--- config.mk ---
export PLATFORM = sky130hd
export DESIGN_NAME = cpu_regfile_gen
export DESIGN_NICKNAME = d
export VERILOG_FILES = /design/src/rtl/cpu_regs_pkg.sv /design/src/rtl/cpu_status_reg.sv /design/src/rtl/cpu_regfile_gen.sv
export SDC_FILE = /design/constraint.sdc
export NUM_CORES = 1
export LEC_CHECK = 0
export ABC_AREA = 0
export CAP_MARGIN = 20
export CORE_MARGIN = 5
export CORE_UTILIZATION = 47
export DETAILED_ROUTE_END_ITERATION = 16
export GPL_TIMING_DRIVEN = 0
export MAX_ROUTING_LAYER = met4
export PLACE_DENSITY = 0.78
export SLEW_MARGIN = 20
export SYNTH_ARGS = -nofsm -noshare
export SYNTH_HDL_FRONTEND = slang
export SYNTH_SLANG_ARGS = --single-unit
--- constraint.sdc ---
create_clock -name clk -period 2.35 [get_ports clk]
set_input_delay 0.235 -clock clk [delete_from_list [all_inputs] [get_ports clk]]
set_output_delay 0.235 -clock clk [all_outputs]
set_load 0.02 [all_outputs]
--- src/rtl/cpu_regs_pkg.sv ---
// Shared types and constants for the 6502-family register file.
package cpu_regs_pkg;

    // Program counter operations; encodings 6 and 7 behave as HOLD.
    typedef enum logic [2:0] {
        PC_HOLD    = 3'd0,
        PC_INC     = 3'd1,
        PC_LOAD    = 3'd2,
        PC_LOAD_LO = 3'd3,
        PC_LOAD_HI = 3'd4,
        PC_REL     = 3'd5
    } pc_op_e;

    // Stack pointer operations; encoding 3 behaves as NONE.
    typedef enum logic [1:0] {
        SP_NONE = 2'd0,
        SP_PUSH = 2'd1,
        SP_POP  = 2'd2
    } sp_op_e;

    // Status register bit positions (NV1BDIZC).
    localparam int P_C = 0;
    localparam int P_Z = 1;
    localparam int P_I = 2;
    localparam int P_D = 3;
    localparam int P_B = 4;
    localparam int P_U = 5;
    localparam int P_V = 6;
    localparam int P_N = 7;

    localparam logic [7:0] P_RESET = 8'h24;

endpackage

--- src/rtl/cpu_status_reg.sv ---
// Processor status register P: flag update priority, fixed bits 5/4,
// and whole-register load from the interrupt shadow.
module cpu_status_reg
    import cpu_regs_pkg::*;
#(
    parameter int DATA_W = 8
) (
    input  logic              clk,
    input  logic              rst_n,
    input  logic [DATA_W-1:0] data_in,
    input  logic              nz_upd,
    input  logic              c_we,
    input  logic              c_in,
    input  logic              v_we,
    input  logic              v_in,
    input  logic              i_set,
    input  logic              i_clr,
    input  logic              d_set,
    input  logic              d_clr,
    input  logic              p_we,
    input  logic              i_force,
    input  logic              restore,
    input  logic [7:0]        restore_p,
    output logic [7:0]        p
);

    logic [7:0] data_byte;
    logic [7:0] p_next;

    // Low byte of data_in, zero-extended when DATA_W is narrower than 8.
    always_comb begin
        data_byte = '0;
        for (int i = 0; i < 8; i++) begin
            if (i < DATA_W) data_byte[i] = data_in[i];
        end
    end

    // Priority: restore > p_we > individual flags; interrupt entry forces I.
    always_comb begin
        p_next = p;
        if (restore) begin
            p_next = restore_p;
        end else begin
            if (p_we) begin
                p_next = data_byte;
            end else begin
                if (nz_upd) begin
                    p_next[P_N] = data_in[DATA_W-1];
                    p_next[P_Z] = (data_in == '0);
                end
                if (c_we) p_next[P_C] = c_in;
                if (v_we) p_next[P_V] = v_in;
                if (i_set)      p_next[P_I] = 1'b1;
                else if (i_clr) p_next[P_I] = 1'b0;
                if (d_set)      p_next[P_D] = 1'b1;
                else if (d_clr) p_next[P_D] = 1'b0;
            end
            if (i_force) p_next[P_I] = 1'b1;
        end
        p_next[P_U] = 1'b1;
        p_next[P_B] = 1'b0;
    end

    // P register.
    always_ff @(posedge clk or negedge rst_n) begin
        if (!rst_n) p <= P_RESET;
        else        p <= p_next;
    end

endmodule

--- src/rtl/cpu_regfile_gen.sv ---
// 6502-family register file: A, SP, index registers, PC with byte-staged
// and relative loads, and P. Define CPU_REGFILE_SHADOW_EN to build the
// interrupt shadow bank; otherwise irq_save/irq_restore are ignored.
module cpu_regfile_gen
    import cpu_regs_pkg::*;
#(
    parameter int                 DATA_W   = 8,
    parameter int                 PC_W     = 16,
    parameter int                 NUM_IDX  = 2,
    parameter logic [PC_W-1:0]    RESET_PC = 16'hC000,
    parameter logic [DATA_W-1:0]  RESET_SP = 8'hFF,
    localparam int                SEL_W    = $clog2(NUM_IDX + 2)
) (
    input  logic                      clk,
    input  logic                      rst_n,
    input  logic                      reg_we,
    input  logic [SEL_W-1:0]          reg_sel,
    input  logic [DATA_W-1:0]         data_in,
    input  logic [2:0]                pc_op,
    input  logic [PC_W-1:0]           pc_in,
    input  logic [1:0]                sp_op,
    input  logic                      nz_upd,
    input  logic                      c_we,
    input  logic                      c_in,
    input  logic                      v_we,
    input  logic                      v_in,
    input  logic                      i_set,
    input  logic                      i_clr,
    input  logic                      d_set,
    input  logic                      d_clr,
    input  logic                      p_we,
    input  logic                      irq_save,
    input  logic                      irq_restore,
    output logic [DATA_W-1:0]         reg_a,
    output logic [DATA_W-1:0]         reg_sp,
    output logic [NUM_IDX*DATA_W-1:0] reg_idx,
    output logic [PC_W-1:0]           reg_pc,
    output logic [7:0]                reg_p,
    output logic                      page_cross,
    output logic                      sp_wrap,
    output logic                      shadow_valid
);

    logic [NUM_IDX-1:0][DATA_W-1:0] idx_q;
    logic [7:0]                     lo_q;
    logic [7:0]                     lo_next;
    logic [7:0]                     data_lo;
    logic [PC_W-9:0]                data_hi;
    logic [PC_W-1:0]                rel_ext;
    logic [PC_W-1:0]                pc_next;
    logic                           page_cross_next;
    logic [DATA_W-1:0]              sp_next;
    logic                           sp_wrap_next;
    logic                           sp_write;
    logic                           restore_fire;
    logic                           save_fire;
    logic [PC_W-1:0]                shadow_pc_out;
    logic [7:0]                     shadow_p_out;

    assign sp_write = reg_we && (reg_sel == SEL_W'(1));
    assign rel_ext  = {{(PC_W-DATA_W){data_in[DATA_W-1]}}, data_in};
    assign reg_idx  = idx_q;

`ifdef CPU_REGFILE_SHADOW_EN
    logic [PC_W-1:0] shadow_pc;
    logic [7:0]      shadow_p;
    logic            shadow_q;

    // A restore only fires with a valid snapshot, and then wins over a save.
    assign restore_fire  = irq_restore & shadow_q;
    assign save_fire     = irq_save & ~restore_fire;
    assign shadow_valid  = shadow_q;
    assign shadow_pc_out = shadow_pc;
    assign shadow_p_out  = shadow_p;

    // Snapshot PC/P on interrupt entry; consume on return.
    always_ff @(posedge clk or negedge rst_n) begin
        if (!rst_n) begin
            shadow_pc <= '0;
            shadow_p  <= P_RESET;
            shadow_q  <= 1'b0;
        end else if (restore_fire) begin
            shadow_q  <= 1'b0;
        end else if (save_fire) begin
            shadow_pc <= reg_pc;
            shadow_p  <= reg_p;
            shadow_q  <= 1'b1;
        end
    end
`else
    logic unused_shadow_ctrl;

    assign unused_shadow_ctrl = irq_save ^ irq_restore;
    assign restore_fire       = 1'b0;
    assign save_fire          = 1'b0;
    assign shadow_valid       = 1'b0;
    assign shadow_pc_out      = '0;
    assign shadow_p_out       = P_RESET;
`endif

    // Byte views of data_in for the staged PC load (zero-extend/truncate).
    always_comb begin
        data_lo = '0;
        data_hi = '0;
        for (int i = 0; i < 8; i++) begin
            if (i < DATA_W) data_lo[i] = data_in[i];
        end
        for (int i = 0; i < PC_W - 8; i++) begin
            if (i < DATA_W) data_hi[i] = data_in[i];
        end
    end

    // Next PC and lo-stage; a shadow restore overrides every pc_op.
    always_comb begin
        pc_next         = reg_pc;
        lo_next         = lo_q;
        page_cross_next = 1'b0;
        if (restore_fire) begin
            pc_next = shadow_pc_out;
        end else begin
            case (pc_op)
                PC_INC:     pc_next = reg_pc + PC_W'(1);
                PC_LOAD:    pc_next = pc_in;
                PC_LOAD_LO: lo_next = data_lo;
                PC_LOAD_HI: pc_next = {data_hi, lo_q};
                PC_REL: begin
                    pc_next         = reg_pc + rel_ext;
                    page_cross_next = (pc_next[PC_W-1:8] != reg_pc[PC_W-1:8]);
                end
                default: ;
            endcase
        end
    end

    // Next SP; a direct register write beats push/pop and reports no wrap.
    always_comb begin
        sp_next      = reg_sp;
        sp_wrap_next = 1'b0;
        if (sp_write) begin
            sp_next = data_in;
        end else begin
            case (sp_op)
                SP_PUSH: begin
                    sp_next      = reg_sp - DATA_W'(1);
                    sp_wrap_next = (reg_sp == '0);
                end
                SP_POP: begin
                    sp_next      = reg_sp + DATA_W'(1);
                    sp_wrap_next = (reg_sp == '1);
                end
                default: ;
            endcase
        end
    end

    // A, SP, PC, lo-stage and the one-cycle event pulses.
    always_ff @(posedge clk or negedge rst_n) begin
        if (!rst_n) begin
            reg_a      <= '0;
            reg_sp     <= RESET_SP;
            reg_pc     <= RESET_PC;
            lo_q       <= '0;
            page_cross <= 1'b0;
            sp_wrap    <= 1'b0;
        end else begin
            if (reg_we && (reg_sel == '0)) reg_a <= data_in;
            reg_sp     <= sp_next;
            reg_pc     <= pc_next;
            lo_q       <= lo_next;
            page_cross <= page_cross_next;
            sp_wrap    <= sp_wrap_next;
        end
    end

    // Index registers; selects beyond the last index register are ignored.
    always_ff @(posedge clk or negedge rst_n) begin
        if (!rst_n) begin
            idx_q <= '0;
        end else begin
            for (int k = 0; k < NUM_IDX; k++) begin
                if (reg_we && (reg_sel == SEL_W'(k + 2))) idx_q[k] <= data_in;
            end
        end
    end

    cpu_status_reg #(
        .DATA_W (DATA_W)
    ) u_status (
        .clk       (clk),
        .rst_n     (rst_n),
        .data_in   (data_in),
        .nz_upd    (nz_upd),
        .c_we      (c_we),
        .c_in      (c_in),
        .v_we      (v_we),
        .v_in      (v_in),
        .i_set     (i_set),
        .i_clr     (i_clr),
        .d_set     (d_set),
        .d_clr     (d_clr),
        .p_we      (p_we),
        .i_force   (save_fire),
        .restore   (restore_fire),
        .restore_p (shadow_p_out),
        .p         (reg_p)
    );

endmodule

Figure 1. Logic cells by family.
Scale: 4 px per micron.
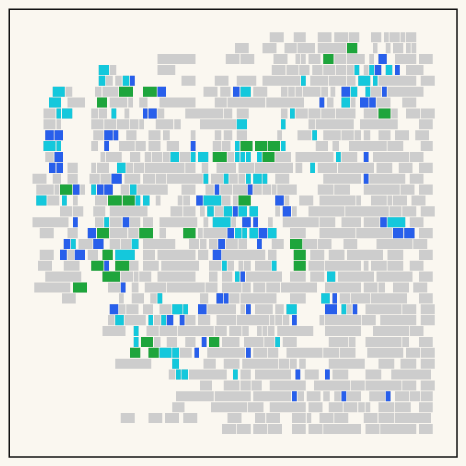
NOR gates: shown in cyan, cells 84. NAND gates: shown in blue, cells 73. AND-OR and OR-AND gates: shown in green, cells 30.

Figure 2. Congestion heat map.
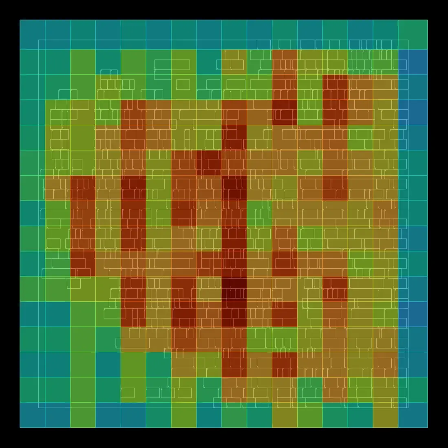
GR Layer Usage met2: 42.8%
GR peak layer: met2
grt met1 use: 31.2%
met3 usage: 5.71%

==> flow_summary.yaml <==
# synthesis and place-and-route metrics
placement:
  numPortBuffers: 97
status:
  failed_checks: "negative setup slack"
  status: "finished, violations left"
job:
  drv_cap: 0
power:
  pg_clk_w: 0.00110
  p_seq_share_pct: 28.5
  p_clk_share_pct: 18.1
  comb-power_w: 0.00325
  pg_seq_w: 0.00173
  p_sw_share_pct: 40.1
sta:
  setup_viol: 2
  skew_ns: 0.00601
  fin_ws_ns: -0.167
  max_slew_margin_pct: 58.8
  final.period_utilization_pct: 107
final_layout:
  final_util_pct: 65.0
  fill_cells: 817
  layout_top_cell: "clkdlybuf4s50_1"
min_path:
  hold_end: "reg_sp[1]"
  hp-start: "data_in[1]"
  min_path_type: "in2reg"
global_route:
  grt_overflow: 0
  antenna_found_initial: 0
  grt_use_total_pct: 25.2
yosys:
  ff_type: "dfrtp_1"
  async_flop_share_pct: 100
  common_cells: "dfrtp_1 (53), nor2_1 (44), a21oi_1 (37)"
  netlist_area_sq_mm: 0.00485
  syn_area_per_cell_sq_um: 9.01
  top_cell_area_share_pct: 27.4
  top_area_cell: "dfrtp_1"
  numSynthFlops: 64
die:
  die_area_sq_mm: 0.0124
  die_w_microns: 112
  dieHeight_microns: 112
  ioPinCount: 105
setup_path:
  crit_arrival_ns: 2.73
detailed_routing:
  routed_wl_microns: 15400
  vias: 4918
clock_network:
  cts_buffers: 9
Figure 3. M4 wires.
Scale: 4 px per micron. Supply wires on this layer in gray.
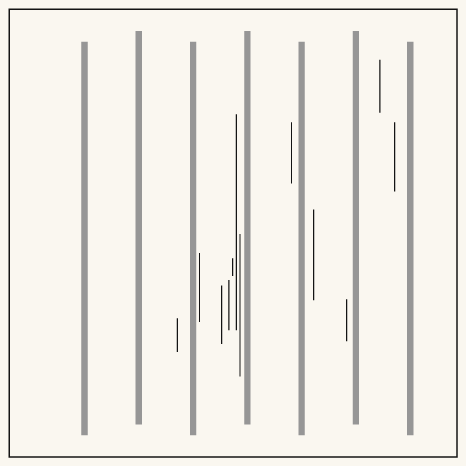
8 nets have wire on it. The longest straight run is 53.7 microns.

==> cell type report <==
type / count / area [sq um] / share of cell area, %
Timing Repair Buffer: 120 / 1150 / 17.4
Sequential cell: 64 / 1630 / 24.6
Clock inverter: 4 / 76.3 / 1.15
Clock buffer: 12 / 155 / 2.34
Buffer: 27 / 119 / 1.79
Multi-Input combinational cell: 420 / 3230 / 48.7
Inverter: 26 / 97.6 / 1.47
Tap cell: 136 / 170 / 2.57
==> flip-flops by register name, indices dropped and copies added (netlist names) <==
signal / count
reg_idx: 16
reg_pc: 16
lo_q: 8
reg_a: 8
reg_sp: 8
u_status.p: 6
page_cross: 1
sp_wrap: 1
==> cells by family after synthesis <==
family | after synthesis | synth area share, %
adder cells (fa/ha/maj) | 26 | 7.02
other | 2 | 0.155
buffers and inverters | 55 | 4.78
multiplexers | 43 | 9.73
flip-flops | 64 | 33.3
AND/OR/NAND/NOR | 179 | 19.7
XOR/XNOR | 23 | 4.44
AND-OR/OR-AND | 146 | 20.8
==> per-layer routing <==
| layer | global-route usage [%] | part of all wire [%] | vias to the layer above | wire length, microns |
|---|---|---|---|---|
| met4 | 4.70 | 1.4 | 0 | 222 |
| met1 | 31.2 | 41 | 2379 | 6320 |
| met2 | 42.8 | 49 | 249 | 7610 |
| met5 | - | 0 | - | 0 |
| met3 | 5.71 | 8.0 | 28 | 1220 |
| li1 | - | - | 2262 | - |
==> per-stage QoR <==
step | power [W] | area [sq um]
final | 0.00608 | 6620
after global routing | 0.00642 | 6620
after CTS | 0.00597 | 6570
after detailed placement | 0.00462 | 6080
after global placement | 0.00450 | 6050
after floorplan | 0.00360 | 4910
==> what timing repair did <==
item	4_1_cts	5_1_grt
hold buffers	1	0
setup buffers	20	1
resized	40	20
setup endpoints to repair	14	8
pin swaps	16	7
hold endpoints to repair	12	0
No activity file was given, so power comes from the tool's default toggle rates.
